Design down_count_sequencer, sky130hd; sources not shown.
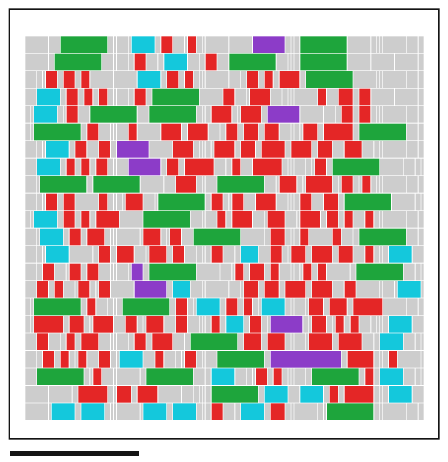
run_1/placement_by_type.png
Bar = 20 um. Fill, decap, tap and diode cells in gray.
Red stands for combinational and other logic, cells 156, share of their area 48%. Purple stands for clock drivers and dummy loads, cells 8, share of their area 6.0%. Green stands for flops, cells 31, share of their area 31%. Cyan stands for other buffers and delay cells, cells 30, share of their area 15%.
core occupancy in the finished layout: 0.547
register share of the cell area: 0.305
core area: 3720 um^2
design area: 2030 um^2
row count: 22

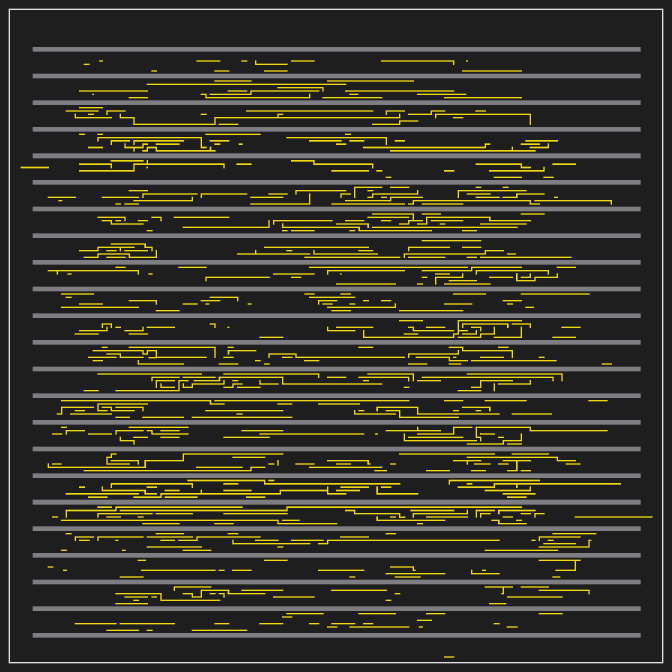
run_1/layer_met1.png
Supply wires on this layer in gray.
The longest straight run is 23.9 um. The wires run mostly horizontal. The layer holds 46% of the routed length.
met1 capacity usage during global routing: 0.287
total via count in the routed design: 1,539
routed wire length: 4520 um

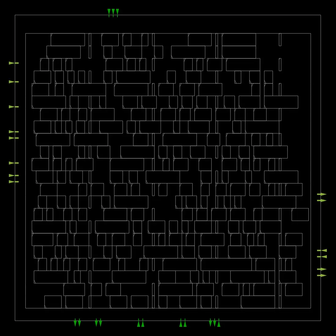
run_1/placement.png
Fillers: 457
number of flip-flops and latches: 31

==> qor.txt, run 1 <==
Resized cells post-CTS - 0
clock tree sinks - 31
number of different library cells in the post-synthesis netlist - 41
top area contributor share - 0.387
number of instances in the placed design - 265
Init Core Util - 0.432
fraction of final layout cells with drive strength greater than 1 - 0.0800
net count entering floorplan - 219
WS Path Type - register to register
RSZ-0062 raised after global routing - no
starting DRC count in detailed routing - 97
stage delay of the slowest cell on the critical path - 650 ps
Min-Delay Path Class - register to register
dominant cell type by area after synthesis - sky130_fd_sc_hd__dfxtp_1
die extent in x - 66.6 um
clock root buffer master - sky130_fd_sc_hd__clkbuf_8
result of the run - complete, no violations
yosys cell count - 196
tally of yosys warning messages - 0
summed negative setup slack over all endpoints - 0 ps
met1 routed wirelength after detailed routing - 2060 um
reg-to-reg slack, setup - 700 ps
synthesis-stage register bit count - 31
number of antenna violations at the first check in global routing - 0
total routing resource utilization after global routing - 0.230
number of nets in the finished design - 247
power density over the cells - 537 nW/um^2
biggest combinational cell group after synthesis - simple AND/OR/NAND/NOR gates
area fraction in mux cells - 0.0125
final setup violating endpoints - 0
tally of non-filler cells in the final layout - 273
post-route minimum period - 2200 ps
Tcrit/Tclk final - 0.757
final hold violation count - 0
Worst R2R Path Depth - 7
Maximum Capacitance Violations - 0
pin count of the biggest net entering global routing - 19
## run 1: worst register-to-register path, delay by kind of cell, from the launching register on
kind	cells	cell delay [ps]
fa+ha+maj	1	360
xor+xnor	1	170
simple gates	3	440
buf+inv	1	60
flops	1	380
compound gates	1	650
## run 1: cell usage in the layout, fill, tap and decap left out, types with 4 or more instances in the layout
cell,n
sky130_fd_sc_hd__clkbuf_8,6
sky130_fd_sc_hd__nand2_1,23
sky130_fd_sc_hd__xor2_1,12
sky130_fd_sc_hd__o21ai_0,6
sky130_fd_sc_hd__nor3_1,6
sky130_fd_sc_hd__a21oi_1,24
sky130_fd_sc_hd__dfxtp_1,31
sky130_fd_sc_hd__ha_1,5
sky130_fd_sc_hd__clkdlybuf4s50_1,27
sky130_fd_sc_hd__nand3_1,18
sky130_fd_sc_hd__a31oi_1,4
sky130_fd_sc_hd__inv_1,8
sky130_fd_sc_hd__nor2_1,8
## run 1: area by class of cell
cell class	count	area [um^2]	area share
tap	48	60.1	0.0295
clock buffer	6	82.6	0.0406
sequential	31	621	0.305
clock inverter	2	35.0	0.0172
inverter	8	30.0	0.0148
timing repair buffer	30	293	0.144
multi-input combinational	148	913	0.449
## run 1: per-layer routing
metal / track usage / up-vias
li1: - / 758
met1: 0.287 / 749
met2: 0.396 / 26
met3: 0.0473 / 6
met4: 0.0714 / 0
met5: 0 / -
## run 1: through the flow
stage	hold slack [ps]	setup slack [ps]	instance area (um^2)
6_report	407	704	2030
3_5_place_dp	396	624	1920
4_1_cts	410	717	2030
2_1_floorplan	386	976	1610
5_1_grt	445	542	2030
3_3_place_gp	383	734	1920
## run 1: report_power, final
group          total (mW)  internal (mW)  switching, mW
Sequential          0.459          0.443         0.0160
Clock               0.444          0.278          0.166
Combinational       0.190         0.0835          0.107
run_1/wires.png
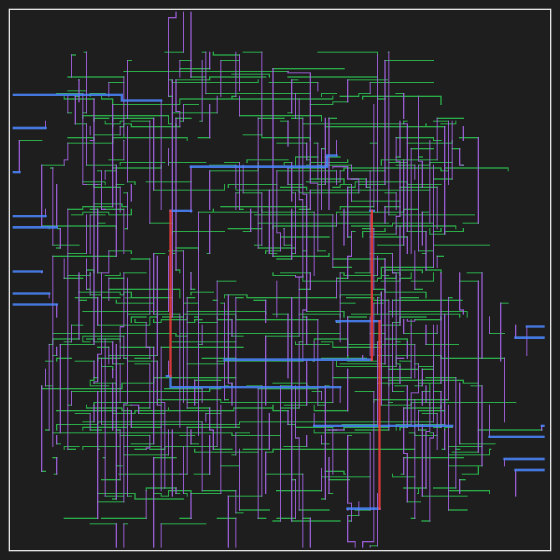

==> run 1 -> run 2 <==
--- a/config.mk
+++ b/config.mk
@@ -8,7 +8,7 @@
 export CELL_PAD_IN_SITES_DETAIL_PLACEMENT = 1
 export CELL_PAD_IN_SITES_GLOBAL_PLACEMENT = 1
 export CORE_MARGIN = 2
-export CORE_UTILIZATION = 41
+export CORE_UTILIZATION = 35
 export CTS_CLUSTER_DIAMETER = 120
 export DETAILED_ROUTE_END_ITERATION = 6
 export PLACE_DENSITY_LB_ADDON = 0.1
==> constraint.sdc (replaced) <==
create_clock -name clk -period 1.81 [get_ports clk]
set_clock_uncertainty 0.05 [all_clocks]
set_input_delay 0.181 -clock clk [delete_from_list [all_inputs] [get_ports clk]]
set_output_delay 0.181 -clock clk [all_outputs]
set_load 0.01 [all_outputs]
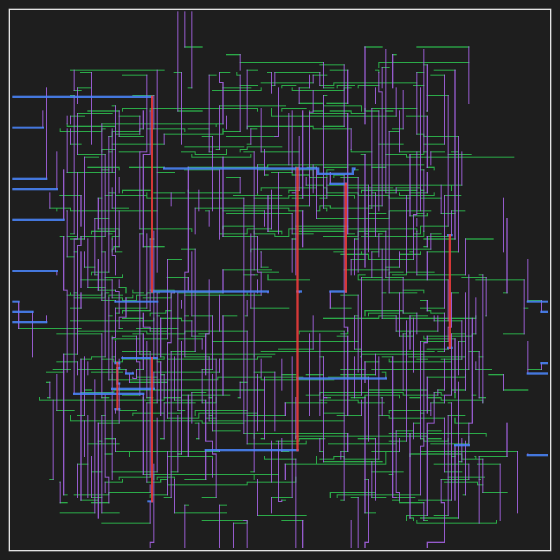
run_2/wires.png
Purple stands for metal 2, wire length 2,660 um. Blue stands for metal 3, wire length 163 um. Green stands for metal 1, wire length 2,220 um. Red stands for metal 4, wire length 118 um.
routed wire length: 5160 um
total via count in the routed design: 1,678

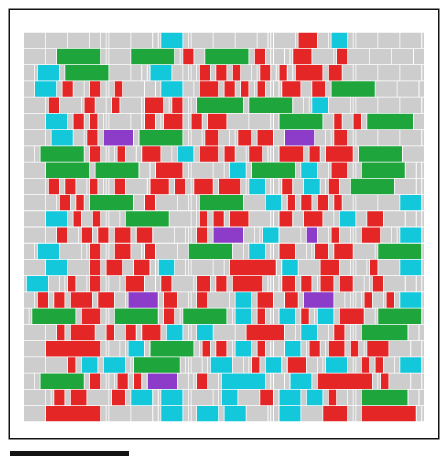
run_2/placement_by_type.png
Bar = 20 um. Fill, decap, tap and diode cells in gray.
Purple stands for clock drivers and dummy loads, cells 7, share of their area 3.9%. Green stands for flops, cells 31, share of their area 28%. Cyan stands for other buffers and delay cells, cells 55, share of their area 22%. Red stands for combinational and other logic, cells 156, share of their area 46%.
register share of the cell area: 0.271
core area: 4380 um^2
row count: 24
core occupancy in the finished layout: 0.528
design area: 2320 um^2

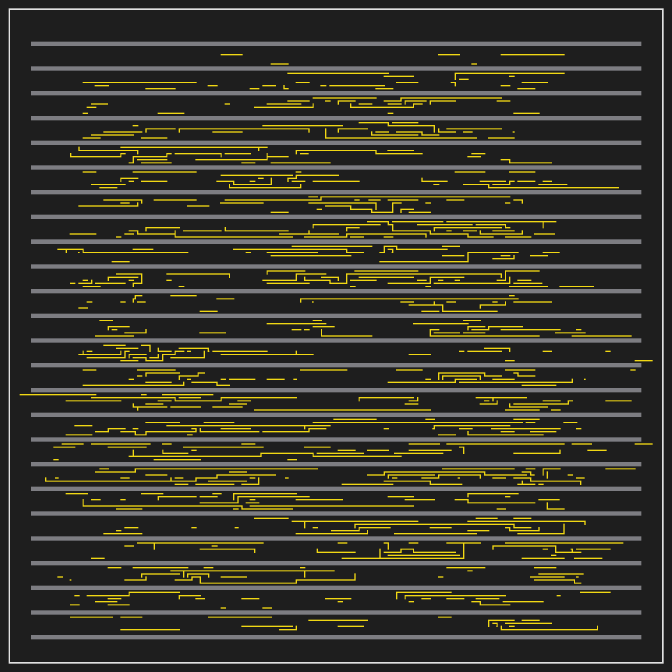
run_2/layer_met1.png
Supply wires on this layer in gray.
The layer carries 2,220 um of wire. The longest straight run is 23.9 um. 243 nets have wire on it.
met1 capacity usage during global routing: 0.247

==> run 2 against run 1 <==
Against the previous run: worst setup slack worse by 670 ps; critical endpoint is now psc_cnt_r[3]$_SDFFE_PP0P_; sequential share of layout area down 3.4 points; power up 55%; worst hold slack worse by 1.7 ps; synthesized cell count unchanged; largest power group unchanged; flip-flop count unchanged; via count up 9.0%; clock power up 25%; critical path depth down 1; register-to-register slack worse by 670 ps.
==> qor.txt, run 2 <==
result of the run - complete, no violations
pin count of the biggest net entering global routing - 19
post-route minimum period - 1780 ps
total routing resource utilization after global routing - 0.218
Die ar. - 5140 um^2
dominant logic cell types in the final layout - 27 x sky130_fd_sc_hd__clkdlybuf4s50_1, 27 x sky130_fd_sc_hd__buf_4, 26 x sky130_fd_sc_hd__dfxtp_1
final hold violation count - 0
net count entering floorplan - 219
tally of non-filler cells in the final layout - 301
number of different library cells in the post-synthesis netlist - 41
fraction of final layout cells with drive strength greater than 1 - 0.241
buffers from clock root to sink, at most - 2
share of the yosys chip area belonging to registers - 0.387
final setup violating endpoints - 0
critical-path cell list - xor2_1, nor4_2, buf_4, a21o_1, or4_1, a31oi_1
post-synthesis instance area - 1610 um^2
Fmax - 562 MHz
Worst R2R Path Depth - 6
dominant cell type by area after synthesis - sky130_fd_sc_hd__dfxtp_1
number of instances in the placed design - 294
yosys cell count - 196
die extent in x - 71.7 um
Placed Instance Area - 2140 um^2
Init Core Util - 0.366
synthesis-stage register bit count - 31
starting DRC count in detailed routing - 52
Maximum Capacitance Violations - 0
fin worst setup slack - 32.0 ps
final tally of max-slew violations - 0
clock root buffer master - sky130_fd_sc_hd__clkbuf_8
power density over the cells - 731 nW/um^2
clock tree sinks - 31
stage delay of the slowest cell on the critical path - 480 ps
top area contributor share - 0.387
number of nets in the finished design - 272
proportion of synthesized flip-flops having asynchronous set or reset - 0
Min-Delay Path Class - register to register
worst slack at placement - -73.7 ps
-- run 2: cell types whose count changed in the layout (fill, tap and decap cells not counted), sizes merged --
cell / change
bufinv: -1
buf: +25
-- run 2: repair_timing --
| item | CTS | global route |
|---|---|---|
| setup endpoints to repair | 7 | 11 |
| resized | 9 | 13 |
| pin swaps | 2 | 3 |
-- run 2: stage by stage --
stage / util / total power [mW] / hold WS [ps]
after floorplan: - / 0.928 / 278
final: 0.528 / 1.69 / 405
after global placement: 0.488 / 1.10 / 386
after CTS: 0.517 / 1.70 / 400
after global routing: 0.528 / 1.78 / 423
after detailed placement: 0.488 / 1.11 / 397
-- run 2: cells by family after synthesis --
family / count (synthesis) / share of synthesized area
compound gates: 50 / 0.191
xor+xnor: 13 / 0.0709
fa+ha+maj: 5 / 0.0390
buf+inv: 17 / 0.0444
flops: 31 / 0.387
mux: 2 / 0.0125
simple gates: 78 / 0.256
-- run 2: area by class of cell --
type                       instances  area (um^2)
tap                               52         65.1
sequential                        31          627
clock inverter                     1         5.00
timing repair buffer              55          493
inverter                           8         32.5
clock buffer                       6         82.6
multi-input combinational        148         1010
fill                             530         2070
-- run 2: power by group --
group	switching, mW	internal (mW)	total [mW]
Sequential	0.0220	0.710	0.732
Clock	0.259	0.298	0.556
Combinational	0.204	0.200	0.404
-- run 2: metal layers --
| metal | share of wire | up-vias | track usage |
|---|---|---|---|
| li1 | - | 805 | - |
| met1 | 0.43 | 819 | 0.247 |
| met2 | 0.51 | 40 | 0.390 |
| met3 | 0.031 | 14 | 0.0549 |
| met4 | 0.023 | 0 | 0.0839 |
| met5 | 0 | - | 0 |
No activity file was given, so power comes from the tool's default toggle rates.
